<file path="config.mk">
export PLATFORM = sky130hd
export DESIGN_NAME = graph_plot_sequencer
export DESIGN_NICKNAME = d
export VERILOG_FILES = /design/src/rtl/graph_plot_sequencer.sv
export SDC_FILE = /design/constraint.sdc
export NUM_CORES = 1
export LEC_CHECK = 0
export CAP_MARGIN = 0
export CORE_MARGIN = 1
export CORE_UTILIZATION = 35
export CTS_CLUSTER_SIZE = 20
export DETAILED_ROUTE_END_ITERATION = 10
export DONT_BUFFER_PORTS = 1
export MAX_ROUTING_LAYER = met4
export REMOVE_ABC_BUFFERS = 1
export SETUP_SLACK_MARGIN = 0.3
export SLEW_MARGIN = 10
export SYNTH_ARGS = -nofsm -noshare
export SYNTH_HDL_FRONTEND = slang
export SYNTH_SLANG_ARGS = --single-unit
</file>
<file path="constraint.sdc">
create_clock -name clk -period 2 [get_ports clk]
set_input_delay 0.4 -clock clk [delete_from_list [all_inputs] [get_ports clk]]
set_output_delay 0.4 -clock clk [all_outputs]
set_load 0.02 [all_outputs]
</file>
<file path="src/rtl/graph_plot_sequencer.sv">
// graph_plot_sequencer
// Walks the graph columns left to right. For each column it asks the
// expression evaluator for y(x), then writes {valid, y} into the column
// buffer, and raises done once the last column has been written.
// Optional feature: define GRAPH_EVAL_TIMEOUT_EN to give up on an evaluator
// that never acks. After TIMEOUT cycles in REQ the column is marked invalid.
module graph_plot_sequencer #(
   parameter int NUM_COLS = 620,
   parameter int X_MIN    = -310,
   parameter int TIMEOUT  = 255
) (
   input  logic        clk,
   input  logic        reset,
   input  logic        start,
   input  logic        abort,
   output logic        eval_req,
   output logic [15:0] eval_x,
   input  logic        eval_ack,
   input  logic [15:0] eval_y,
   input  logic        eval_err,
   output logic        col_we,
   output logic [9:0]  col_addr,
   output logic [16:0] col_data,
   output logic        busy,
   output logic        done,
   output logic [9:0]  err_count
);

   typedef enum logic [1:0] {
      S_IDLE,
      S_REQ,
      S_WRITE,
      S_DONE
   } state_t;

   localparam logic [9:0] LAST_COL = 10'(NUM_COLS - 1);
   localparam logic [9:0] ERR_MAX  = 10'd1023;

   state_t      r_state;
   state_t      w_nextState;
   logic [9:0]  r_col;
   logic [15:0] r_x;
   logic [15:0] r_y;
   logic        r_err;
   logic [9:0]  r_errCount;
   logic        w_lastCol;
   logic        w_timeout;
   logic        w_startAccepted;

   assign w_lastCol       = (r_col == LAST_COL);
   assign w_startAccepted = (r_state == S_IDLE) && start && !abort;

`ifdef GRAPH_EVAL_TIMEOUT_EN
   localparam int CNT_W = (TIMEOUT < 2) ? 1 : $clog2(TIMEOUT + 1);

   logic [CNT_W-1:0] r_waitCnt;

   assign w_timeout = (r_state == S_REQ) && !eval_ack && (r_waitCnt == CNT_W'(TIMEOUT));

   // The wait counter sits at zero outside REQ, so each REQ visit starts counting from zero.
   always_ff @(posedge clk) begin
      if (reset) begin
         r_waitCnt <= '0;
      end else if (r_state != S_REQ) begin
         r_waitCnt <= '0;
      end else if (!w_timeout) begin
         r_waitCnt <= r_waitCnt + 1'b1;
      end
   end
`else
   logic w_unusedTimeout;

   assign w_unusedTimeout = ^TIMEOUT;
   assign w_timeout       = 1'b0;
`endif

   // State register. Reset has priority over start and abort.
   always_ff @(posedge clk) begin
      if (reset) begin
         r_state <= S_IDLE;
      end else begin
         r_state <= w_nextState;
      end
   end

   // Next-state logic. In IDLE, abort beats start. In every other state, abort drops the sweep.
   always_comb begin
      w_nextState = r_state;
      case (r_state)
         S_IDLE: begin
            if (start && !abort) begin
               w_nextState = S_REQ;
            end
         end
         S_REQ: begin
            if (abort) begin
               w_nextState = S_IDLE;
            end else if (eval_ack || w_timeout) begin
               w_nextState = S_WRITE;
            end
         end
         S_WRITE: begin
            if (abort) begin
               w_nextState = S_IDLE;
            end else if (w_lastCol) begin
               w_nextState = S_DONE;
            end else begin
               w_nextState = S_REQ;
            end
         end
         S_DONE: begin
            w_nextState = S_IDLE;
         end
         default: begin
            w_nextState = S_IDLE;
         end
      endcase
   end

   // Datapath. It loads the sweep on start and captures the evaluator result
   // (acks outside REQ are ignored). When a write completes it advances the
   // column and x, and counts failed columns.
   always_ff @(posedge clk) begin
      if (reset) begin
         r_col      <= '0;
         r_x        <= '0;
         r_y        <= '0;
         r_err      <= 1'b0;
         r_errCount <= '0;
      end else begin
         if (w_startAccepted) begin
            r_col      <= '0;
            r_x        <= 16'(X_MIN);
            r_errCount <= '0;
         end
         if ((r_state == S_REQ) && !abort) begin
            if (eval_ack) begin
               r_y   <= eval_y;
               r_err <= eval_err;
            end else if (w_timeout) begin
               r_y   <= '0;
               r_err <= 1'b1;
            end
         end
         if ((r_state == S_WRITE) && !abort) begin
            if (r_err && (r_errCount != ERR_MAX)) begin
               r_errCount <= r_errCount + 10'd1;
            end
            if (!w_lastCol) begin
               r_col <= r_col + 10'd1;
               r_x   <= r_x + 16'd1;
            end
         end
      end
   end

   // Output decode. The write strobe and the done pulse are suppressed in a cycle that also has abort or reset.
   always_comb begin
      eval_req = 1'b0;
      col_we   = 1'b0;
      col_data = '0;
      done     = 1'b0;
      busy     = (r_state != S_IDLE);
      case (r_state)
         S_REQ: begin
            eval_req = 1'b1;
         end
         S_WRITE: begin
            col_we   = !abort && !reset;
            col_data = {~r_err, r_y};
         end
         S_DONE: begin
            done = !abort && !reset;
         end
         default: begin
            eval_req = 1'b0;
         end
      endcase
   end

   assign eval_x    = r_x;
   assign col_addr  = r_col;
   assign err_count = r_errCount;

endmodule

</file>
**Run 1: wiring heat map**

Drawn at 4 px/micron. 18 x 18 tiles, from dark purple (low) to yellow (high), scaled to the fullest tile. Values are wire area over tile area, all layers added.
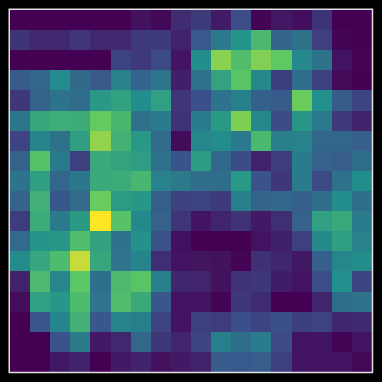
tiles over half the peak	20%
fullest tile	0.51
mean over tiles	0.16
emptiest ninth of the die	lower right
GRT Resource Usage Total: 19.9%
WL/cell: 16.1 microns
total number of vias: 2725
final WL: 7950 microns

**Run 1: drive-strength map**

Drawn at 3 px/micron.
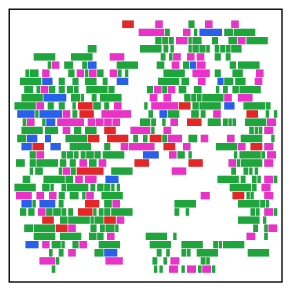
colour	size	cells	share
blue	x2	22	5.6%
red	x6 and larger	22	5.6%
green	x1 and smaller	259	66%
magenta	x3 and x4	91	23%
worst setup margin: 0.182 ns
cell area after layout: 3720 sq um
Non-Clock Buffer Count: 73

==> impl_metrics.json, run 1 <==
{
  "clk_latency_ns": 0.31,
  "lay_top_count": "buf_4",
  "synth_area_sq_um": 2740,
  "clk_pin_slew_ns": 0.10,
  "fin_worst_skew_ns": 0.0115,
  "dpl.hpwl_microns": 5190,
  "syn_avg_cell_area_sq_um": 8.25,
  "period_used_pct": 90.9,
  "dr.pass1.iters": 6,
  "drc": 0,
  "ys.flops": 55,
  "warning_count": 27,
  "htree_levels": 2,
  "min_from": "reset",
  "cts_tree": "built",
  "area_growth_pct": 35.9,
  "hold_path_class": "primary input to flop",
  "async_flop_share_pct": 0,
  "nets": 418,
  "ioPinCount": 79,
  "drt-met1-wl_microns": 3480,
  "met3WireLength_microns": 529,
  "status": "complete, no violations",
  "maxCapViolCount": 0,
  "endpoint_kind": "flop",
  "cts_buffers": 5,
  "ys_seq_share_pct": 40.2
}
**Run 1: PDN straps and rails**

Drawn at 4 px/micron. Pins as bars on the die edge.
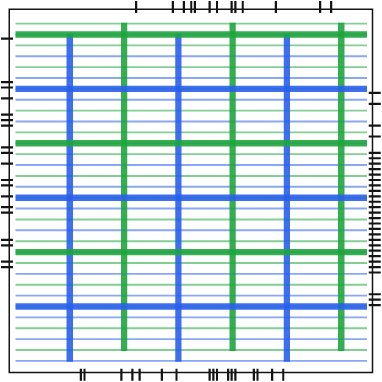
colour	net
blue	VSS
green	VDD
met5 straps	6
met1 rails	32
met4 straps	6
rows	31
die height: 90.4 microns
Horiz. Die Dim: 90.4 microns
Worst VDD drop: 0.305 mV
core footprint: 7410 sq um

**Run 1: zoomed window**

Window x 20 to 70, y 38 to 88 microns. Cells in grey, sequential cells in the stronger grey; small squares are vias.
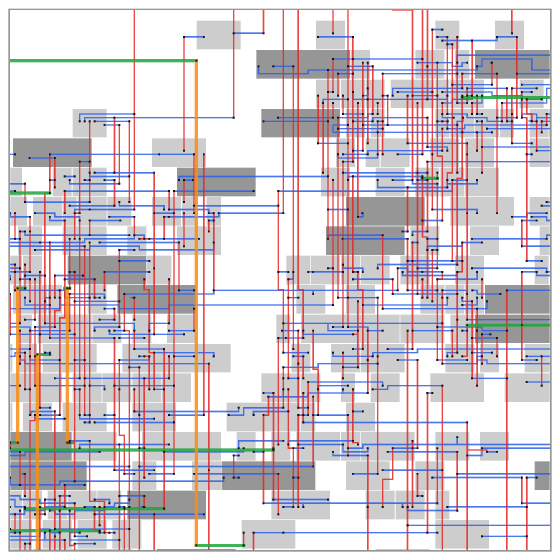
colour	layer
blue	M1
orange	M4
red	M2
green	M3
most frequent	buf_4 (29), dfxtp_1 (12), a21oi_1 (11)
sequential cells in the window	15
cells with their middle in the window	148
netlist names of flops here include	err_count (6), col_addr (5), eval_x (2)

[run 1: synth_stat cells, types with 3 or more instances]
master,instances
or3_1,5
inv_1,3
a211oi_1,8
nand4_1,12
o31a_1,3
clkbuf_1,11
xor2_1,5
a221o_1,3
dfxtp_1,55
ha_1,3
and3_1,11
o211ai_1,4
nand2_1,45
or4_1,4
nor2_1,24
o21ai_0,7
xnor2_1,3
nor3_1,10
nand3_1,13
and2_1,18
nor4_1,5
buf_2,4
nor2b_1,7
a31oi_1,4
a21oi_1,31
mux2_2,3
[run 1: registers in the layout (all words and copies together), names as in the netlist]
signal / count
eval_x: 16
r_y: 16
col_addr: 10
err_count: 10
r_state: 2
r_err: 1
[run 1: worst paths after layout]
check | endpoint | cells past startpoint | slack, ns
setup reg to reg | eval_x[15] | 6 | 0.18
setup / recovery | eval_x[15] | 6 | 0.18
hold reg to reg | r_y[6] | 2 | 0.45
hold / removal | col_addr[1] | 1 | 0.15
[run 1: per-layer routing]
metal	global-route usage (%)	vias up
met5	-	-
met4	6.99	0
met3	6.40	9
met2	32.9	87
met1	22.7	1296
li1	-	1333
[run 1: cells by family after synthesis]
kind of cell	after synthesis	synth area share, %
compound gates	70	17.0
xor+xnor	8	2.56
fa+ha+maj	3	1.37
buf+inv	22	3.75
flops	55	40.2
mux	3	1.23
simple gates	171	33.8
[run 1: power by group through the flow]
stage / clock network [uW] / logic [uW] / registers, uW
global route: 730 / 165 / 1140
detailed placement: 0 / 132 / 1160
CTS: 697 / 140 / 1130
floorplan: 0 / 58.6 / 1180
finish: 676 / 150 / 1130
global placement: 0 / 129 / 1160
[run 1: critical path: stages (launching register included)]
cell and delay [ns]:
dfxtp_4 0.39, nor3b_4 0.22, buf_4 0.15, o41ai_4 0.10
clkbuf_16 0.17, or4_4 0.50, a211oi_2 0.21
[run 1: through the flow]
stage | TNS [ns] | instance area [sq um]
global route | 0 | 3720
global placement | 0 | 3190
detailed placement | 0 | 3190
finish | 0 | 3720
floorplan | -0.0965 | 2650
CTS | 0 | 3510
[run 1: what timing repair did]
action	CTS	global route
endpoints found under the setup margin	38	48
pin swaps	11	23
resized	50	39
gates cloned	2	1
buffers inserted	11	4
[run 1: cell type report]
| class | count | area [sq um] | area share (%) |
|---|---|---|---|
| inverters | 3 | 11.3 | 0.303 |
| multi-input cells | 255 | 1750 | 46.9 |
| clock buffers | 8 | 100 | 2.69 |
| well taps | 99 | 124 | 3.33 |
| flip-flops and latches | 55 | 1110 | 29.9 |
| repair buffers | 73 | 627 | 16.9 |
**Run 1: placed standard cells**

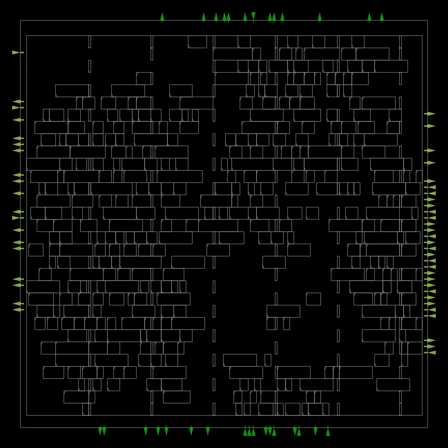

## Run 2: what changed since run 1
--- a/config.mk
+++ b/config.mk
@@ -5,13 +5,14 @@
 export SDC_FILE = /design/constraint.sdc
 export NUM_CORES = 1
 export LEC_CHECK = 0
+export ABC_AREA = 1
 export CAP_MARGIN = 0
-export CORE_MARGIN = 1
 export CORE_UTILIZATION = 35
 export CTS_CLUSTER_SIZE = 20
 export DETAILED_ROUTE_END_ITERATION = 10
 export DONT_BUFFER_PORTS = 1
 export MAX_ROUTING_LAYER = met4
+export PLACE_DENSITY = 0.55
 export REMOVE_ABC_BUFFERS = 1
 export SETUP_SLACK_MARGIN = 0.3
 export SLEW_MARGIN = 10
**Run 2: placed standard cells**

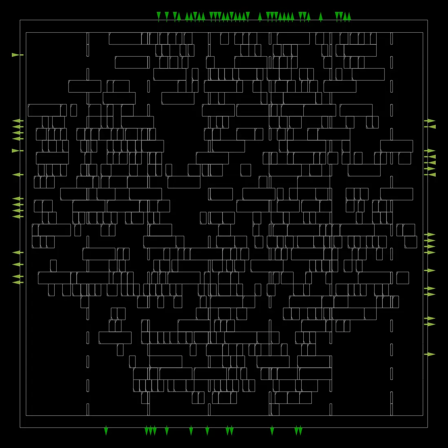
fin util: 42.9%
row count: 32
Non-Filler Instances: 567
tap cell count: 102
sequential cell area share: 32.9%

==> run 2 against run 1 <==
Compared with the run above: clock skew is 0.0064 ns lower; utilization decreased by 7.3 points; global-route usage fell by 1.7 points; power is 4.5% lower; sequential cell count unchanged; first-iteration DRC count is 48% higher; synthesized cell count increased by 30%; critical path depth shrank 1; sequential power hardly changed; hold slack better by 0.0039 ns; die area grew 4.8%; fmax up 9.8%; highest routed layer unchanged.
==> impl_metrics.json, run 2 <==
{
  "peakVddDrop_mv": 0.222,
  "fin_area_sq_um": 3360,
  "nets": 491,
  "ys_seq_share_pct": 38.3,
  "common_cells": "nand2_1, nor2_1, dfxtp_1, inv_1, o21ai_0",
  "die_w_microns": 92.6,
  "dpl_cell_area_sq_um": 3160,
  "clk_latency_ns": 0.30,
  "maxCapViolCount": 0,
  "endpoint_kind": "output pin",
  "wl_microns": 7710,
  "htree_levels": 2,
  "period_used_pct": 82.8,
  "core_area_sq_um": 7850,
  "syn_avg_cell_area_sq_um": 6.67,
  "drc": 0,
  "die_h_microns": 92.6,
  "status": "complete, no violations",
  "fin_setup_tns_ns": 0,
  "dpl.hpwl_microns": 5510,
  "path_delay_family": "simple AND/OR/NAND/NOR gates",
  "path_cells": "inv_4 > nand2_8 > nor2_8 > inv_4 > nor2_4",
  "cts_tree": "built",
  "hold_path_class": "primary input to flop",
  "synth_dominant_cell_count": "nand2_1",
  "clk_pin_slew_ns": 0.09,
  "vias": 2847,
  "synth_area_sq_um": 2870,
  "ys.flops": 55,
  "ioPinCount": 79,
  "path_buffers": 2,
  "slowest_stage": "dfxtp_1",
  "async_flop_share_pct": 0,
  "wl_per_cell_microns": 13.6,
  "lay_top_count": "nand2_1",
  "area_growth_pct": 17.1,
  "slowest_delay_ns": 0.34
}
run 2: netlist changes by cell type after synthesis, sizes merged, moves of 5 or more:
cell    change
a211oi      -8
a21oi       +5
and2       -17
and3       -10
clkbuf      -6
inv        +57
nand2      +44
nand3      +18
nor2       +55
nor2b       -7
nor3        -6
o21ai      +35
or3         -5
run 2: logic make-up after synthesis:
family / Yosys count / synth area share (%)
AND-OR/OR-AND: 80 / 14.2
buffers and inverters: 72 / 10.2
adder cells (fa/ha/maj): 3 / 1.31
AND/OR/NAND/NOR: 217 / 34.8
flip-flops: 55 / 38.3
XOR/XNOR: 4 / 1.22
run 2: worst paths after layout:
path / startpoint / to / slack (ns) / depth (start not counted)
worst max-delay path: r_state[0] / col_we / 0.34 / 5
worst min-delay path: reset / err_count[8] / 0.15 / 1
worst max register to register: r_state[0] / eval_x[4] / 0.44 / 7
worst min register to register: r_y[12] / r_y[12] / 0.45 / 2
run 2: cell type report:
cell class                 count  share of cell area, %
clock buffer                   6                   2.16
tap                          102                   3.79
inverter                      60                   6.95
timing repair buffer          37                   8.26
multi-input combinational    306                   45.7
sequential                    55                   32.9
timing repair inverter         1                  0.223
run 2: what timing repair did:
| action | CTS | global route |
|---|---|---|
| pin swaps | 1 | 5 |
| setup buffers | 1 | 6 |
| gates resized | 4 | 11 |
| gates cloned | 0 | 3 |
| endpoints found under the setup margin | 1 | 41 |
run 2: through the flow:
| stage | total power [uW] | worst slack, ns |
|---|---|---|
| finish | 1870 | 0.344 |
| global route | 1960 | 0.273 |
| CTS | 1890 | 0.301 |
| detailed placement | 1310 | 0.357 |
| global placement | 1310 | 0.401 |
| floorplan | 1260 | 0.354 |
run 2: power breakdown:
group | switching, uW | internal [uW] | leakage (uW)
clock network | 347 | 235 | 0.0000371
logic | 89.5 | 47.0 | 0.000840
registers | 33.3 | 1120 | 0.000447
run 2: per-layer routing:
layer	vias to the layer above	part of all wire (%)	track usage [%]
li1	1449	-	-
met1	1305	46	24.2
met2	79	45	26.9
met3	14	7.2	5.09
met4	0	1.6	5.86
met5	-	0	-
run 2: worst register-to-register path, delay by kind of cell (launching register included):
kind            cells  cell delay [ns]
compound gates      1             0.13
buf+inv             4             0.50
flops               1             0.37
simple gates        2             0.50
**Run 2: drive-strength map**

Drawn at 3 px/micron.
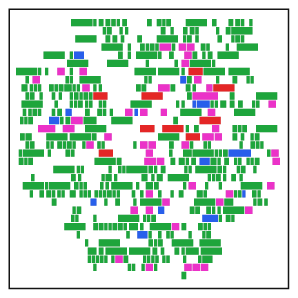

## Run 3: what changed since run 2
==> constraint.sdc (replaced) <==
create_clock -name clk -period 1.5 [get_ports clk]
set_input_delay 0.3 -clock clk [delete_from_list [all_inputs] [get_ports clk]]
set_output_delay 0.3 -clock clk [all_outputs]
set_load 0.02 [all_outputs]
**Run 3: drive-strength map**

Drawn at 3 px/micron.
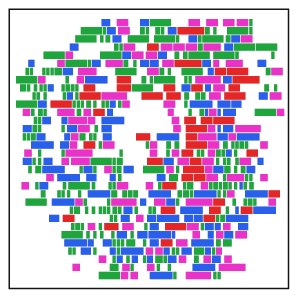
colour	size	cells	share
blue	x2	113	22%
red	x6 and larger	44	8.7%
magenta	x3 and x4	103	20%
green	x1 and smaller	245	49%
cell area after layout: 4580 sq um
Non-Clock Buffer Count: 77

==> run 3 against run 2 <==
Compared with the run above: the flow now finishes with violations (negative setup slack); power rose by 47%; hold slack got worse by 0.12 ns; global-route usage rose by 2.5 points; worst setup slack got worse by 0.35 ns; clock power rose by about 60%; largest power group unchanged.
==> impl_metrics.json, run 3 <==
{
  "warning_count": 27,
  "common_cells": "nand2_1, nor2_1, dfxtp_1, inv_1, o21ai_0",
  "maxCapViolCount": 0,
  "fa_ha_area_share_pct": 1.31,
  "setup_violations": 1,
  "r2r_setup_slack_ns": 0.02,
  "clk_pin_slew_ns": 0.10,
  "status": "finished, violations left",
  "synth_area_sq_um": 2870,
  "cts_tree": "built",
  "ys_seq_share_pct": 38.3,
  "syn_avg_cell_area_sq_um": 6.67,
  "logic_area_sq_um": 2210,
  "clk_latency_ns": 0.32,
  "ys.flops": 55,
  "htree_levels": 2,
  "synth-xor-area-share_pct": 1.22,
  "track_usage_pct": 20.8,
  "rows": 32,
  "grt_setup_unrepaired": "true",
  "lay_top_count": "nand2_1",
  "synthAoiAreaFrac_pct": 14.2,
  "simple_gate_share_pct": 34.8,
  "timing.final.ws_setup_ns": -0.00407,
  "cts_buffers": 5,
  "path_cells": "inv_4 > nand2_8 > buf_12 > nor2_4 > buf_6",
  "dpl.hpwl_microns": 5520,
  "slowest_delay_ns": 0.34,
  "nets": 529,
  "drc": 0,
  "fin_worst_skew_ns": 0.00761,
  "cts_root_buf": "clkbuf_8",
  "dpl_cell_area_sq_um": 3340,
  "ioPinCount": 79,
  "path_buffers": 3,
  "final-seq-area_sq_um": 1150,
  "die_h_microns": 92.6,
  "wl_per_cell_microns": 15.3,
  "area_growth_pct": 59.3,
  "fin_setup_tns_ns": -0.00407,
  "slowest_stage": "dfxtp_2",
  "synth_dominant_cell_count": "nand2_1",
  "mux_share_pct": 0,
  "vias": 3105,
  "die_w_microns": 92.6,
  "peakVddDrop_mv": 0.371,
  "period_used_pct": 100,
  "dr.pass1.iters": 4,
  "endpoint_kind": "output pin",
  "violations": "negative setup slack"
}
[run 3: cell counts after synthesis]
Identical to the previous run, type by type.
[run 3: timing repair]
item | CTS | global route
pin swaps | 37 | 21
buffers inserted | 11 | 11
gates resized | 156 | 121
cloned | 1 | 3
setup endpoints to repair | 81 | 87
endpoints found under the hold margin | 0 | 0
[run 3: final timing paths]
check,startpoint,end,cells after the start
worst max-delay path,r_state[0],col_data[16],5
worst min-delay path,reset,err_count[8],1
worst max register to register,r_state[0],err_count[3],10
worst min register to register,r_y[8],r_y[8],2
[run 3: area by class of cell]
class | count | share of cell area, %
sequential | 55 | 25.1
timing repair buffer | 77 | 16.3
multi-input combinational | 305 | 48.3
tap | 102 | 2.79
inverter | 60 | 5.25
clock buffer | 7 | 2.11
clock inverter | 1 | 0.164
[run 3: routing by layer]
metal	GRT usage [%]	share of wire [%]	vias to the layer above
met5	-	0	-
met4	5.47	1.2	0
met3	5.17	5.6	13
met2	34.5	51	77
met1	25.2	42	1485
li1	-	-	1530
[run 3: per-stage QoR]
step	std cells	setup WS (ns)	util [%]	total power, uW
6_report	607	-0.00407	58.3	2740
5_1_grt	607	-0.0777	58.3	2850
4_1_cts	593	-0.0300	50.8	2720
3_5_place_dp	573	-0.0535	42.5	1760
3_3_place_gp	573	-0.0210	42.5	1760
2_1_floorplan	419	-0.146	-	1680
[run 3: cell families after synthesis]
logic type,Yosys count
DFF,55
and+or+nand+nor,217
AOI/OAI and AO/OA,80
adders and majority gates,3
buffers and inverters,72
xor gates and xnor gates,4
[run 3: power breakdown]
part | switching, uW | total, uW | internal, uW
combinational | 177 | 288 | 110
clock | 510 | 931 | 422
sequential | 35.7 | 1520 | 1490
Power is estimated from default activity; no workload was simulated.
